File: src/rtl/if_fetch_if.sv
// Instruction-memory bus of the fetch stage.
// Handshake: while imem_req is 1, imem_addr holds steady; the first cycle
// with imem_ready = 1 completes the access and imem_data is valid in that
// cycle only. imem_ready is ignored while imem_req is 0.
interface if_fetch_if;
   logic        imem_req;
   logic [31:0] imem_addr;
   logic        imem_ready;
   logic [31:0] imem_data;

   modport master (output imem_req, output imem_addr,
                   input  imem_ready, input imem_data);
   modport slave  (input  imem_req, input imem_addr,
                   output imem_ready, output imem_data);
endinterface

File: src/rtl/if_fetch.sv
// Instruction-fetch stage: owns the PC, runs the imem handshake, feeds IF/ID.
// Handles hazard stalls (PCWrite) and branch/jump redirects, discarding any
// wrong-path access still in flight.
// Optional build macro IF_FLUSH_NOP_EN: a redirect also forces instrucao to
// NOP and PC4 to 0 (otherwise only fetch_valid is cleared).
// dbg_state exposes the FSM state: 0 IDLE, 1 WAIT, 2 HOLD, 3 DROP.
module if_fetch #(
   parameter logic [31:0] RESET_PC = 32'h0000_0000,
   parameter logic [31:0] NOP      = 32'h0000_0000
) (
   input  logic        clock,
   input  logic        reset_n,
   input  logic        PCWrite,
   input  logic        branch_taken,
   input  logic [31:0] branch_target,
   input  logic        jump,
   input  logic [25:0] addressJump,
   input  logic [31:0] PC4_id,
   if_fetch_if.master  imem,
   output logic [31:0] instrucao,
   output logic [31:0] PC4,
   output logic        fetch_valid,
   output logic [1:0]  dbg_state
);

   typedef enum logic [1:0] {S_IDLE = 2'd0, S_WAIT = 2'd1, S_HOLD = 2'd2, S_DROP = 2'd3} state_t;

   state_t      state, state_n;
   logic [31:0] pc, pc_n;
   logic [31:0] req_addr, req_addr_n;
   logic [31:0] hold_data, hold_data_n;
   logic [31:0] instrucao_n, pc4_n;
   logic        fetch_valid_n;

   logic        redirect;
   logic [31:0] target;
   logic [31:0] req_next;
   logic        unused_bits;

   // Branch is older than the jump in IF/ID, so it wins when both fire.
   assign redirect = branch_taken | jump;
   assign target   = branch_taken ? {branch_target[31:2], 2'b00}
                                  : {PC4_id[31:28], addressJump, 2'b00};
   assign req_next = req_addr + 32'd4;
   assign unused_bits = ^{branch_target[1:0], PC4_id[27:0]};

   // Request is a pure function of state so reset drops it asynchronously.
   assign imem.imem_req  = (state == S_WAIT) || (state == S_DROP);
   assign imem.imem_addr = req_addr;
   assign dbg_state      = state;

   // State and datapath registers.
   always_ff @(posedge clock or negedge reset_n) begin
      if (!reset_n) begin
         state       <= S_IDLE;
         pc          <= RESET_PC;
         req_addr    <= RESET_PC;
         hold_data   <= 32'd0;
         instrucao   <= NOP;
         PC4         <= 32'd0;
         fetch_valid <= 1'b0;
      end else begin
         state       <= state_n;
         pc          <= pc_n;
         req_addr    <= req_addr_n;
         hold_data   <= hold_data_n;
         instrucao   <= instrucao_n;
         PC4         <= pc4_n;
         fetch_valid <= fetch_valid_n;
      end
   end

   // Next-state and next-datapath values.
   always_comb begin
      state_n       = state;
      pc_n          = pc;
      req_addr_n    = req_addr;
      hold_data_n   = hold_data;
      instrucao_n   = instrucao;
      pc4_n         = PC4;
      fetch_valid_n = fetch_valid;

      if (redirect) begin
         pc_n          = target;
         fetch_valid_n = 1'b0;
`ifdef IF_FLUSH_NOP_EN
         instrucao_n   = NOP;
         pc4_n         = 32'd0;
`endif
         case (state)
            S_IDLE: begin
               state_n    = S_WAIT;
               req_addr_n = target;
            end
            S_WAIT, S_DROP: begin
               // An access cannot be cancelled: if it is still open, wait
               // it out in DROP and issue the target afterwards.
               if (imem.imem_ready) begin
                  state_n    = S_WAIT;
                  req_addr_n = target;
               end else begin
                  state_n    = S_DROP;
               end
            end
            default: begin
               state_n    = S_WAIT;
               req_addr_n = target;
            end
         endcase
      end else begin
         case (state)
            S_IDLE: begin
               state_n    = S_WAIT;
               req_addr_n = pc;
            end
            S_WAIT: begin
               if (imem.imem_ready) begin
                  if (PCWrite) begin
                     instrucao_n   = imem.imem_data;
                     pc4_n         = req_next;
                     fetch_valid_n = 1'b1;
                     pc_n          = req_next;
                     req_addr_n    = req_next;
                  end else begin
                     hold_data_n = imem.imem_data;
                     state_n     = S_HOLD;
                  end
               end
            end
            S_HOLD: begin
               if (PCWrite) begin
                  instrucao_n   = hold_data;
                  pc4_n         = req_next;
                  fetch_valid_n = 1'b1;
                  pc_n          = req_next;
                  req_addr_n    = req_next;
                  state_n       = S_WAIT;
               end
            end
            default: begin
               if (imem.imem_ready) begin
                  req_addr_n = pc;
                  state_n    = S_WAIT;
               end
            end
         endcase
      end
   end

endmodule

File: src/flat_wrapper.sv
// flat-port wrapper written by rule: the top's interface ports become plain ports
module if_fetch_flat 
#(
   parameter logic [31:0] RESET_PC = 32'h0000_0000,
   parameter logic [31:0] NOP      = 32'h0000_0000
)
  (clock, reset_n, PCWrite, branch_taken, branch_target, jump, addressJump, PC4_id, instrucao, PC4, fetch_valid, dbg_state, imem_imem_req, imem_imem_addr, imem_imem_ready, imem_imem_data);
  if_fetch_if imem_i ();
  input  logic clock;
  input  logic reset_n;
  input  logic PCWrite;
  input  logic branch_taken;
  input  logic [31:0] branch_target;
  input  logic jump;
  input  logic [25:0] addressJump;
  input  logic [31:0] PC4_id;
  output logic [31:0] instrucao;
  output logic [31:0] PC4;
  output logic fetch_valid;
  output logic [1:0] dbg_state;
  output wire logic [$bits(imem_i.imem_req)-1:0] imem_imem_req;
  output wire logic [$bits(imem_i.imem_addr)-1:0] imem_imem_addr;
  input wire logic [$bits(imem_i.imem_ready)-1:0] imem_imem_ready;
  input wire logic [$bits(imem_i.imem_data)-1:0] imem_imem_data;
  assign imem_imem_req = imem_i.imem_req;
  assign imem_imem_addr = imem_i.imem_addr;
  assign imem_i.imem_ready = imem_imem_ready;
  assign imem_i.imem_data = imem_imem_data;
  if_fetch #(.RESET_PC(RESET_PC), .NOP(NOP)) u_core (.clock(clock), .reset_n(reset_n), .PCWrite(PCWrite), .branch_taken(branch_taken), .branch_target(branch_target), .jump(jump), .addressJump(addressJump), .PC4_id(PC4_id), .imem(imem_i), .instrucao(instrucao), .PC4(PC4), .fetch_valid(fetch_valid), .dbg_state(dbg_state));
endmodule
File: config.mk
export PLATFORM = sky130hd
export DESIGN_NAME = if_fetch_flat
export DESIGN_NICKNAME = d
export VERILOG_FILES = /design/src/rtl/if_fetch_if.sv /design/src/rtl/if_fetch.sv /design/src/flat_wrapper.sv
export SDC_FILE = /design/constraint.sdc
export NUM_CORES = 1
export LEC_CHECK = 0
export ABC_AREA = 0
export ABC_CLOCK_PERIOD_IN_PS = 4900
export CAP_MARGIN = 20
export CORE_UTILIZATION = 30
export DETAILED_ROUTE_END_ITERATION = 8
export PLACE_DENSITY = 0.51
export SYNTH_ARGS = -nofsm -noshare
export SYNTH_HDL_FRONTEND = slang
export SYNTH_SLANG_ARGS = --single-unit
File: constraint.sdc
create_clock -name clock -period 4.9 [get_ports clock]
set_clock_uncertainty 0.05 [all_clocks]
set_input_delay 0.98 -clock clock [delete_from_list [all_inputs] [get_ports clock]]
set_output_delay 0.98 -clock clock [all_outputs]
set_load 0.005 [all_outputs]
### Port wiring, run 1

Scale: 1.5 px per um.
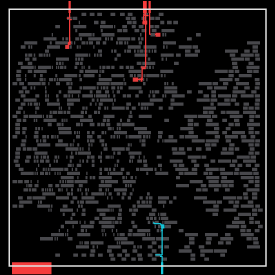
- red: `PC4_id` (bits 32; direction input; end cells 6; buffers 4; wire 112 um)
- cyan: `imem_imem_req` (bits 1; direction output; end cells 1; buffers 1; wire 40.3 um)

### Routed clock nets over the placement, run 1

Scale: 2 px per um.
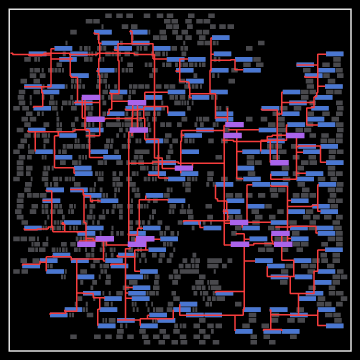
- purple: clock drivers (count 17)
- blue: flip-flops (count 163)
- red: clock wires (length 2400 um)
- flops lie: widely spread

### Met4 routing, run 1

Scale: 2 px per um. Supply wires on this layer in grey.
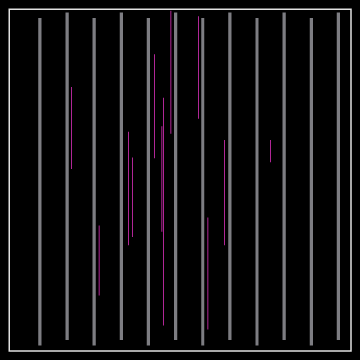
- wire length on this layer: 620 um
- main direction: vertical
- nets with wire on the layer: 10
post-detailed-routing wire length: 27000 um
vias post-DR: 7107

==> run notes, run 1 <==
yosys + openroad results -> outcome complete, no violations, total global routing overflow 0, number of cells upsized or downsized after cts 0, Setup crit end kind register, R2R Setup Slk between 1500 and 2000 ps, Antenna Violating Nets Remaining 0, main flop type sky130_fd_sc_hd__dfrtp_1, routability cong. 0.788, Comb. pwr 1.45 mW, tally of max-capacitance violations 0, die outline width approximately 170 um, slew at the pin closest to its max-slew limit about 1000 ps, Hold Path Cell Cnt 2, category of the critical setup timing path in -> reg, critical path fanouts, max 22, DR WL/cell between 15 and 20 um, global-route wire length before repair ~42000 um, chip area ~29000 um2, static leakage 4.66 nW, worst path buffer plus inverter count 1, Crit path required time about 5200 ps, final layout net count roughly 1100, fraction of the core area covered by cells at the end of the flow approximately two fifths, length of the first detailed-routing pass in iterations 5, Inserted Diodes 0, initial antenna violation count 0, smallest setup slack after layout between 1500 and 2000 ps, Flop area 4080 um2, Critical R2R Launch u_core.dbg_state[0], post-synth tally of flip-flops with integrated enable 0, area share of the largest cell type after synthesis between 40% and 50%, HPWL after DPL 18300 um, Clock Tree Root sky130_fd_sc_hd__clkbuf_16, Period Utilization, post-route about two thirds, total number of clock tree sinks approximately 160, number of OpenROAD warnings between 50 and 60, critical register-to-register path endpoint u_core.pc[28], cells traversed along the worst timing path clkdlybuf4s50_1, nand2b_1, nand3_1, nand2_1, o22ai_1, a21oi_1, Distinct cells, synth around 60, launch point of the worst hold path u_core.PC4[1], slowest stage delay, CP 990 ps, Final Hold Vio Count 0, most area-consuming cells after synthesis sky130_fd_sc_hd__dfrtp_1, sky130_fd_sc_hd__mux2_2, sky130_fd_sc_hd__nand2_1, count of mapped cells out of synthesis 838, Slew Limit Fails 0, number of endpoints failing setup at the final stage 0, Async SR Flop Fraction 100%, Iter 0 DRT Violations about 430, clock latency reported for the late side of the worst-skew pair 430 ps, number of CTS-inserted buffers 17, proportion of synthesized chip area in sequential cells 48.1%, number of buffers inserted for hold repair after clock tree synthesis 0, post-CTS repair timing setup buffer count 0, peak supply drop roughly 0.00024 V, number of placement rows slightly above 60, H-tree depth 4, switching share of total power a little under a third, post-synth top area cell sky130_fd_sc_hd__dfrtp_1, reported sequential group power 2.01 mW, layout overhead on the synthesized area 34.1%, via count of the first global-routing pass 7115, most common cell after layout, fill and taps aside sky130_fd_sc_hd__clkdlybuf4s50_1, post-synth area from yosys stat roughly 8500 um2, maximum number of pins on one net before global-route repair about 73, clock group power roughly 1.3 mW, number of fill cells 2746, maximum clock frequency roughly 300 MHz, GRT Resource Usage Total between 10% and 20%, heaviest power group registers, Cell Area, Synth 8490 um2, clock network power share between 20% and 30%, average cell area after synthesis 10.1 um2, Internal Dissipation ~3.3 mW, sequential share of power a little over two fifths, buffers added on ports roughly 200
-- run 1: cells by family (layout without fill, tap and decap cells) --
logic type | Yosys count | in the layout | share of synthesized area, %
AND-OR/OR-AND | 233 | 233 | 18.0
flip-flops | 163 | 163 | 48.1
AND/OR/NAND/NOR | 237 | 237 | 13.4
adder cells (fa/ha/maj) | 5 | 5 | 0.737
XOR/XNOR | 25 | 25 | 2.58
multiplexers | 99 | 99 | 13.1
buffers and inverters | 76 | 262 | 4.07
-- run 1: registers in the layout, indices dropped and copies added, names as in the netlist --
register / cells
u_core.dbg_state: 2
u_core.hold_data: 32
u_core.pc: 32
u_core.PC4: 32
u_core.fetch_valid: 1
u_core.instrucao: 32
u_core.imem.imem_addr: 32
-- run 1: final cells by class --
class                   instances  area share (%)
multi-input cells             599            35.9
flip-flops and latches        163            35.9
repair buffers                215            18.6
well taps                     378            4.16
clock buffers                  20            4.10
clock inverters                12           0.858
inverters                      15           0.495
-- run 1: layer usage --
metal  wire length (um)  up-vias  global-route usage, %
met3               1570       28                   4.51
met2              12300      227                   30.3
met5                  0        -                      0
li1                   -     3374                      -
met4                620        0                   6.46
met1              12500     3478                   25.2
-- run 1: worst reg2reg max path: cells and delay by family, from the launching register on --
kind / cells / cell delay [ps]
AOI/OAI and AO/OA: 2 / 320
adders and majority gates: 1 / 470
buffers and inverters: 1 / 100
DFF: 1 / 400
and+or+nand+nor: 2 / 1540
-- run 1: through the flow --
stage / std cells / area, um2 / hold slack, ps
2_1_floorplan: 838 / 8490 / 396
3_3_place_gp: 1370 / 10800 / 412
3_5_place_dp: 1370 / 10800 / 419
4_1_cts: 1402 / 11400 / 437
5_1_grt: 1402 / 11400 / 451
6_report: 1402 / 11400 / 429
==> run 1 -> run 2 <==
ABC_CLOCK_PERIOD_IN_PS = 3400   (was 4900)
clock period = 3.4 ns   (was 4.9 ns; I/O delays follow)
### Routed clock nets over the placement, run 2

Scale: 2 px per um.
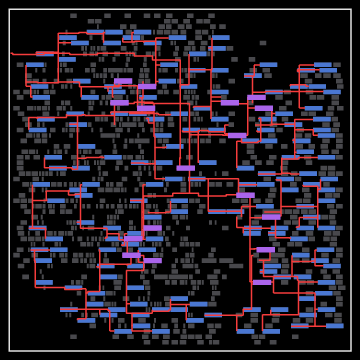
- red: clock wires (length 2430 um)
- purple: clock drivers (count 17)
- blue: flip-flops (count 163)
- flops lie: widely spread
- routed clock nets: 18
clock latency reported for the late side of the worst-skew pair: 420 ps
clock group power: 2.01 mW
clock network power share: 28.6%

### Port wiring, run 2

Scale: 1.5 px per um.
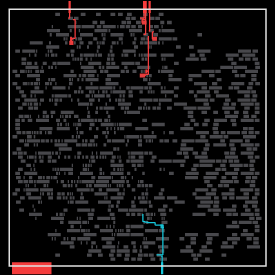
buffers added on ports: 197
Top Ports: 228

==> run 2 against run 1 <==
Net effect:
- synthesized cell count unchanged
- register-to-register slack lost 1300 ps
- via count rose by 0.75%
- critical endpoint is now imem_imem_req
==> run notes, run 2 <==
yosys + openroad results -> worst path buffer plus inverter count 2, via count of the first global-routing pass slightly above 7000, number of cells upsized or downsized after cts 0, vias post-DR a little over 7000, static leakage about 4.7 nW, slowest stage delay, CP about 450 ps, Period Utilization, post-route just over 80%, routability cong. 0.815, Final Hold Vio Count 0, area share of the largest cell type after synthesis around 48%, most common cell after layout, fill and taps aside sky130_fd_sc_hd__clkdlybuf4s50_1, switching share of total power 30.4%, total number of clock tree sinks ~160, peak-usage layer in the global routing report met2, HPWL after DPL between 15000 and 20000 um, proportion of synthesized chip area in sequential cells between 40% and 50%, smallest setup slack after layout 607 ps, most frequently used cell type in the post-synthesis netlist sky130_fd_sc_hd__dfrtp_1, R2R Setup Slk 690 ps, Fin Hold WS just under 200 ps, count of mapped cells out of synthesis 838, category of the critical setup timing path reg -> out, peak supply drop 0.000303 V, H-tree depth 4, most area-consuming cells after synthesis sky130_fd_sc_hd__dfrtp_1, sky130_fd_sc_hd__mux2_2, sky130_fd_sc_hd__nand2_1, maximum clock frequency 358 MHz, average cell area after synthesis between 10 and 15 um2, final layout net count about 1200, met2 layer wire length in the routed design ~12000 um, critical register-to-register path endpoint u_core.imem.imem_addr[23], number of buffers inserted for hold repair after clock tree synthesis 0, GR Util met2 roughly 30%, post-synth top area cell sky130_fd_sc_hd__dfrtp_1, initial antenna violation count 1, global-route wire length before repair ~42000 um, critical path fanouts, max 7, total global routing overflow 0, GRT Resource Usage Total 19.0%, met3 GRT Util slightly above 4%, outcome complete, no violations, die outline width 170 um, Flop area 4080 um2, DR WL/cell ~19 um, area of placed instances around 11000 um2, maximum number of pins on one net before global-route repair 62, post-synth tally of flip-flops with integrated enable 0, number of fill cells 2825, post-CTS repair timing setup buffer count 0, Final Non-Filler Cells between 1000 and 1500, post-synth area from yosys stat 8490 um2, chip area slightly below 30000 um2, Clock Tree Root sky130_fd_sc_hd__clkbuf_16, Global Route met1 Usage a little over a quarter, Slew Limit Fails 0, Iter 0 DRT Violations around 360, layout overhead on the synthesized area 35.9%, Async SR Flop Fraction 100%, uppermost routed layer met4, length of the first detailed-routing pass in iterations 5, final standard cell area without fillers between 10000 and 15000 um2, slew at the pin closest to its max-slew limit between 800 and 900 ps, Critical R2R Launch u_core.dbg_state[1], Antenna Violating Nets Remaining 0, main flop type sky130_fd_sc_hd__dfrtp_1, number of nets produced by synthesis 971, met3 wirelength from detailed routing roughly 1500 um, Crit path required time roughly 2700 ps, Cell Area, Synth about 8500 um2, fraction of the core area covered by cells at the end of the flow approximately two fifths
==> run 2: cell types whose count changed in the layout (fill, tap and decap cells not counted) <==
cell | previous run | this run
sky130_fd_sc_hd__buf_4 | 17 | 24
sky130_fd_sc_hd__diode_2 | 0 | 1
sky130_fd_sc_hd__clkinv_4 | 4 | 2
sky130_fd_sc_hd__buf_12 | 1 | 4
sky130_fd_sc_hd__inv_8 | 0 | 1
sky130_fd_sc_hd__bufinv_16 | 0 | 2
sky130_fd_sc_hd__clkinv_2 | 1 | 0
sky130_fd_sc_hd__inv_6 | 4 | 7
sky130_fd_sc_hd__clkbuf_8 | 3 | 1
sky130_fd_sc_hd__clkinvlp_4 | 3 | 2
==> run 2: cell type report <==
class	count	share of cell area (%)
Multi-Input combinational cell	599	35.5
Clock inverter	14	1.43
Inverter	15	0.488
Tap cell	378	4.10
Clock buffer	18	3.81
Sequential cell	163	35.4
Antenna cell	1	0.0217
Timing Repair Buffer	225	19.3
==> run 2: power groups by stage <==
stage	logic, mW	clock network, mW	registers (mW)
floorplan	0.902	0	2.86
global placement	2.12	0	2.91
detailed placement	2.14	0	2.93
CTS	2.15	2.08	2.90
global route	2.31	2.15	2.98
finish	2.12	2.01	2.89
==> run 2: cell families (layout without fill, tap and decap cells) <==
| kind of cell | after synthesis | in the layout | share of synthesized area (%) |
|---|---|---|---|
| flops | 163 | 163 | 48.1 |
| fa+ha+maj | 5 | 5 | 0.737 |
| xor+xnor | 25 | 25 | 2.58 |
| compound gates | 233 | 233 | 18.0 |
| mux | 99 | 99 | 13.1 |
| other cells | 0 | 1 | 0 |
| simple gates | 237 | 237 | 13.4 |
| buf+inv | 76 | 272 | 4.07 |
==> run 2 -> run 3 <==
ABC_CLOCK_PERIOD_IN_PS = 2900   (was 3400)
clock period = 2.9 ns   (was 3.4 ns; I/O delays follow)
### Congestion heat map, run 3

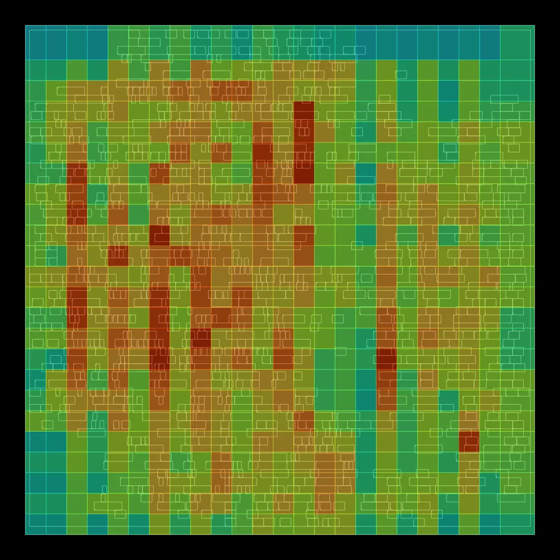
GR Util met2: 30.5%
DR WL/cell: 18.8 um

### Routed clock nets over the placement, run 3

Scale: 2 px per um.
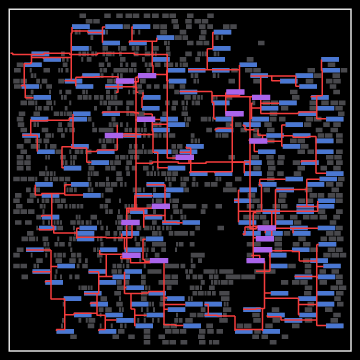
- red: clock wires (length 2420 um)
- purple: clock drivers (count 17)
- blue: flip-flops (count 163)
- routed clock nets: 18
clock group power: 2.25 mW
clock latency reported for the late side of the worst-skew pair: 430 ps

==> run 3 against run 2 <==
Net effect:
- combinational power rose by 19%
- critical path depth did not move
- synthesized cell count did not move
- first-iteration DRC count rose by 27%
- clock-buffer cell count fell by 1
- die area did not move
- power rose by 16%
- core utilization rose by 0.55 points
- critical endpoint unchanged
- largest cell class unchanged
==> run notes, run 3 <==
yosys + openroad results -> Distinct cells, synth between 60 and 70, Antenna Violating Nets Remaining 0, clock network power share ~28%, maximum clock frequency between 300 and 400 MHz, global-route wire length before repair about 41000 um, die outline width about 170 um, most common cell after layout, fill and taps aside sky130_fd_sc_hd__clkdlybuf4s50_1, average cell area after synthesis approximately 10 um2, Global Route met1 Usage between 20 and 30%, number of nets produced by synthesis ~970, Inserted Diodes 0, Crit path required time approximately 2300 ps, category of the critical setup timing path reg -> out, final standard cell area without fillers approximately 12000 um2, maximum number of pins on one net before global-route repair between 50 and 60, tally of max-capacitance violations 0, count of mapped cells out of synthesis 838, static leakage a little under 5 nW, Slew Limit Headroom about three fifths, number of cells upsized or downsized after cts 0, initial antenna violation count 0, outcome complete, no violations, Iter 0 DRT Violations about 450, length of the first detailed-routing pass in iterations 5, vias post-DR approximately 7200, layout overhead on the synthesized area 37.7%, number of OpenROAD warnings between 50 and 60, H-tree depth 4, uppermost routed layer met4, sequential share of power 41.4%, Critical R2R Launch u_core.dbg_state[0], Final Hold Vio Count 0, number of endpoints failing setup at the final stage 0, post-detailed-routing wire length roughly 27000 um, Clock Tree Root sky130_fd_sc_hd__clkbuf_16, GRT Resource Usage Total 18.9%, final layout net count between 1000 and 1500, proportion of synthesized chip area in sequential cells 48.1%, total number of clock tree sinks roughly 160, via count of the first global-routing pass ~7000, Cell Area, Synth ~8500 um2, post-synth tally of flip-flops with integrated enable 0, main flop type sky130_fd_sc_hd__dfrtp_1, number of buffers inserted for hold repair after clock tree synthesis 0, met3 GRT Util under 10%, slew at the pin closest to its max-slew limit between 500 and 600 ps, most area-consuming cells after synthesis sky130_fd_sc_hd__dfrtp_1, sky130_fd_sc_hd__mux2_2, sky130_fd_sc_hd__nand2_1, total global routing overflow 0, routability cong. 0.822, Top Ports roughly 230, R2R Setup Slk 480 ps, critical path fanouts, max 7, Slew Limit Fails 0, Internal Dissipation approximately 5.7 mW, chip area 29000 um2, post-CTS repair timing setup buffer count 0, critical register-to-register path endpoint u_core.imem.imem_addr[2], peak-usage layer in the global routing report met2, number of placement rows around 61, met2 layer wire length in the routed design around 12000 um
[run 3: kinds of logic (layout without fill, tap and decap cells)]
| kind of cell | count (synthesis) | in the layout | share of synthesized area (%) |
|---|---|---|---|
| simple gates | 237 | 237 | 13.4 |
| mux | 99 | 99 | 13.1 |
| buf+inv | 76 | 287 | 4.07 |
| fa+ha+maj | 5 | 5 | 0.737 |
| compound gates | 233 | 233 | 18.0 |
| xor+xnor | 25 | 25 | 2.58 |
| flops | 163 | 163 | 48.1 |
[run 3: metrics by stage]
step                power (mW)  cells  hold WS, ps  setup WS (ps)  util, %
finish                    8.16   1427         83.1            244     42.1
detailed placement        5.99   1395          415            199     40.0
floorplan                 4.41    838          234            446        -
global placement          5.95   1395          411            191     40.0
global route              8.67   1427          109            137     42.1
CTS                       8.29   1427         88.8            203     42.1
[run 3: critical path: stages, from the launching register on]
cell and delay (ps):
sky130_fd_sc_hd__dfrtp_1 410, sky130_fd_sc_hd__inv_1 80, sky130_fd_sc_hd__ha_1 280, sky130_fd_sc_hd__or2_2 370, sky130_fd_sc_hd__clkdlybuf4s50_1 460
[run 3: power by group through the flow]
| stage | sequential, mW | combinational, mW | clock [mW] |
|---|---|---|---|
| floorplan | 3.35 | 1.06 | 0 |
| global placement | 3.41 | 2.54 | 0 |
| detailed placement | 3.43 | 2.56 | 0 |
| CTS | 3.39 | 2.57 | 2.33 |
| global route | 3.48 | 2.77 | 2.41 |
| finish | 3.38 | 2.53 | 2.25 |
[run 3: area by class of cell]
cell class	instances	area (um2)
fillers	2757	16100
well taps	378	473
multi-input cells	599	4090
clock inverters	15	146
flip-flops and latches	163	4080
repair buffers	240	2420
clock buffers	17	425
inverters	15	56.3

==> screenshots <==
Cell area per tile.
Scale: 2 px per um. The die is cut into 17 by 17 equal tiles; dark blue is low, red is high, 0 to 100% covered.
panel A
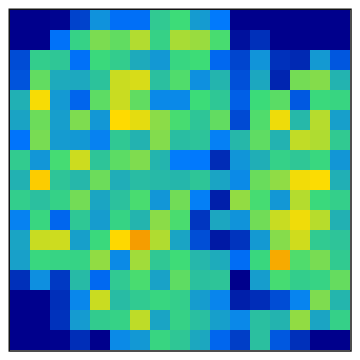
panel B
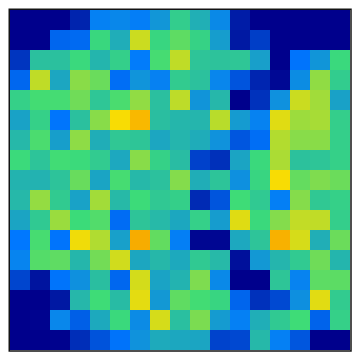
- panel A = run 2
- panel B = run 1

Key to panel B:
- fullest tile: 81%
- tiles over 75% full: 1.0%
- mean over tiles: 38%
- nearly empty tiles: 10%
- densest ninth of the die: right middle

Power and IR drop assume default switching activity.
